<file path="src/rtl/n_demux.sv">
// Registered 1-to-5 demultiplexer: each lane is a one-entry output register with its own handshake.
// Words addressed to lanes 5-7 are always accepted, discarded and tallied in a saturating counter.
module n_demux #(
    parameter int WIDTH = 16,
    parameter int CNT_W = 8
) (
    input  logic             clk,
    input  logic             reset_n,
    input  logic             io_in_valid,
    output logic             io_in_ready,
    input  logic [WIDTH-1:0] io_Dvect,
    input  logic [2:0]       io_sel,
    output logic [WIDTH-1:0] io_Ovect_0,
    output logic [WIDTH-1:0] io_Ovect_1,
    output logic [WIDTH-1:0] io_Ovect_2,
    output logic [WIDTH-1:0] io_Ovect_3,
    output logic [WIDTH-1:0] io_Ovect_4,
    output logic             io_Ovect_0_valid,
    output logic             io_Ovect_1_valid,
    output logic             io_Ovect_2_valid,
    output logic             io_Ovect_3_valid,
    output logic             io_Ovect_4_valid,
    input  logic             io_Ovect_0_ready,
    input  logic             io_Ovect_1_ready,
    input  logic             io_Ovect_2_ready,
    input  logic             io_Ovect_3_ready,
    input  logic             io_Ovect_4_ready,
    output logic [CNT_W-1:0] io_drop_cnt
);

    localparam int LANES = 5;

    logic [WIDTH-1:0] lane_data [LANES];
    logic [LANES-1:0] lane_valid;
    logic [LANES-1:0] lane_ready;
    logic [LANES-1:0] lane_load;
    logic [LANES-1:0] lane_drain;
    logic             sel_ok;
    logic             accept;
    logic [CNT_W-1:0] drop_cnt;

    assign lane_ready = {io_Ovect_4_ready, io_Ovect_3_ready, io_Ovect_2_ready,
                         io_Ovect_1_ready, io_Ovect_0_ready};
    assign sel_ok     = (io_sel < 3'(LANES));
    assign accept     = io_in_valid && io_in_ready;

    // A lane can take a new word when empty or when its consumer drains it this cycle.
    always_comb begin
        io_in_ready = 1'b1;
        lane_load   = '0;
        lane_drain  = lane_valid & lane_ready;
        for (int k = 0; k < LANES; k++) begin
            if (io_sel == 3'(k)) begin
                io_in_ready = !lane_valid[k] || lane_ready[k];
            end
        end
        for (int k = 0; k < LANES; k++) begin
            lane_load[k] = accept && (io_sel == 3'(k));
        end
    end

    always_ff @(posedge clk or negedge reset_n) begin
        if (!reset_n) begin
            for (int k = 0; k < LANES; k++) begin
                lane_data[k] <= '0;
            end
            lane_valid <= '0;
        end else begin
            for (int k = 0; k < LANES; k++) begin
                if (lane_load[k]) begin
                    lane_data[k]  <= io_Dvect;
                    lane_valid[k] <= 1'b1;
                end else if (lane_drain[k]) begin
                    lane_valid[k] <= 1'b0;
                end
            end
        end
    end

    always_ff @(posedge clk or negedge reset_n) begin
        if (!reset_n) begin
            drop_cnt <= '0;
        end else if (accept && !sel_ok && (drop_cnt != '1)) begin
            drop_cnt <= drop_cnt + CNT_W'(1);
        end
    end

    assign io_Ovect_0       = lane_data[0];
    assign io_Ovect_1       = lane_data[1];
    assign io_Ovect_2       = lane_data[2];
    assign io_Ovect_3       = lane_data[3];
    assign io_Ovect_4       = lane_data[4];
    assign io_Ovect_0_valid = lane_valid[0];
    assign io_Ovect_1_valid = lane_valid[1];
    assign io_Ovect_2_valid = lane_valid[2];
    assign io_Ovect_3_valid = lane_valid[3];
    assign io_Ovect_4_valid = lane_valid[4];
    assign io_drop_cnt      = drop_cnt;

endmodule
</file>
<file path="config.mk">
export PLATFORM = sky130hd
export DESIGN_NAME = n_demux
export DESIGN_NICKNAME = d
export VERILOG_FILES = /design/src/rtl/n_demux.sv
export SDC_FILE = /design/constraint.sdc
export NUM_CORES = 1
export LEC_CHECK = 0
export CORE_MARGIN = 10
export CORE_UTILIZATION = 40
export DETAILED_ROUTE_END_ITERATION = 10
export PLACE_DENSITY = 0.77
export SKIP_LAST_GASP = 1
export SYNTH_ARGS = -nofsm -noshare
export SYNTH_HDL_FRONTEND = slang
export SYNTH_SLANG_ARGS = --single-unit
</file>
<file path="constraint.sdc">
create_clock -name clk -period 1.65 [get_ports clk]
set_input_delay 0.33 -clock clk [delete_from_list [all_inputs] [get_ports clk]]
set_output_delay 0.33 -clock clk [all_outputs]
set_load 0.01 [all_outputs]
</file>
Routed metal, one colour a layer:
Drawn at 4 px/um.
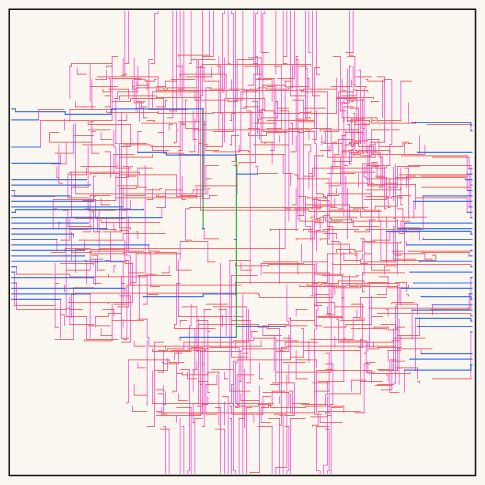
legend:
  green:
    layer: M4
    wire_length: 75.5 um
  red:
    layer: M1
    wire_length: 3,920 um
  magenta:
    layer: M2
    wire_length: 4,640 um
  blue:
    layer: M3
    wire_length: 906 um
vias: 2,459
Tot GR Track Use: 14.4%
total wire length: 9540 um
routed len/inst: 18.9 um

Local utilization:
Drawn at 3 px/um. 12 x 12 tiles, from white (low) to dark blue (high), 0 to 100% covered.
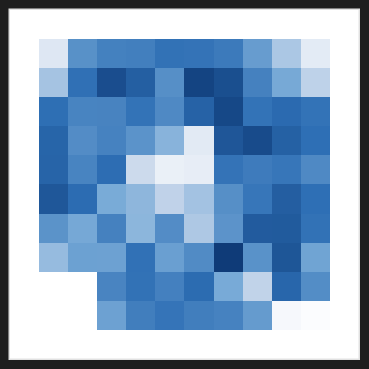
mean over tiles: 41%
fullest tile: 95%
nearly empty tiles: 34%
tiles over 75% full: 15%
emptiest ninth of the die: lower left
core area: 0.00911 sq mm
Pre-Place Util: 40.6%

Clock routing:
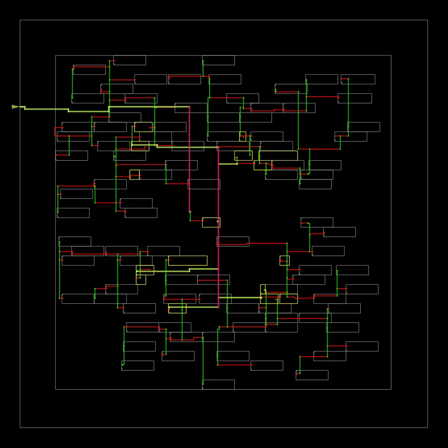
skew final: 5.50 ps
clk_buf instances: 10

==> results.cfg <==
; generated from flow reports
[placed_design]
dpl_cell_area_sq_mm = 0.00526
port_buffers = 120
dp_slack_ps = -682

[routing]
drt-met1-wl_um = 3920

[power]
total_power_uw = 6830

[clock_tree]
cts_tree = yes

[final_timing]
setup_ws_ps = -235
finalHoldViolCount = 0
setup_viol = 2

[logic_synthesis]
aoi_share_pct = 0.676
flop_cell = dfrtp_1
ys_types = 26

[outcome]
violations = negative setup slack
status = finished, violations left

[worst_setup_path]
crit_fanout = 2
r2r-start = lane_valid[1]
worstSetupEndpoint = io_in_ready
path_cells = nand2b_4 > mux4_2 > nor2_2 > a21oi_1 > buf_2
slowest_delay_ps = 470

[flow_run]
max_cap_viol_count = 0
[synth_stat cells (all sizes together), types with 3 or more instances]
master,instances
nand4,3
nand2,12
nand2b,7
a21oi,3
xnor2,3
and2b,3
nand3,4
mux2,84
dfrtp,93
nor2,5
buf,6
[cell type report]
type                            instances  area, sq um  share of cell area, %
Tap cell                              111          139                   2.46
Sequential cell                        93         2330                   41.3
Clock buffer                           10          128                   2.26
Multi-Input combinational cell        133         1350                   23.9
Timing Repair Buffer                  153         1610                   28.6
Clock inverter                          6         87.6                   1.55
[power by group]
group / internal [uW] / leakage [uW] / total (uW) / switching, uW
sequential: 2790 / 0.00113 / 3090 / 301
combinational: 1300 / 0.00161 / 2110 / 810
clock: 851 / 0.0000985 / 1640 / 784
Power and IR drop assume default switching activity.
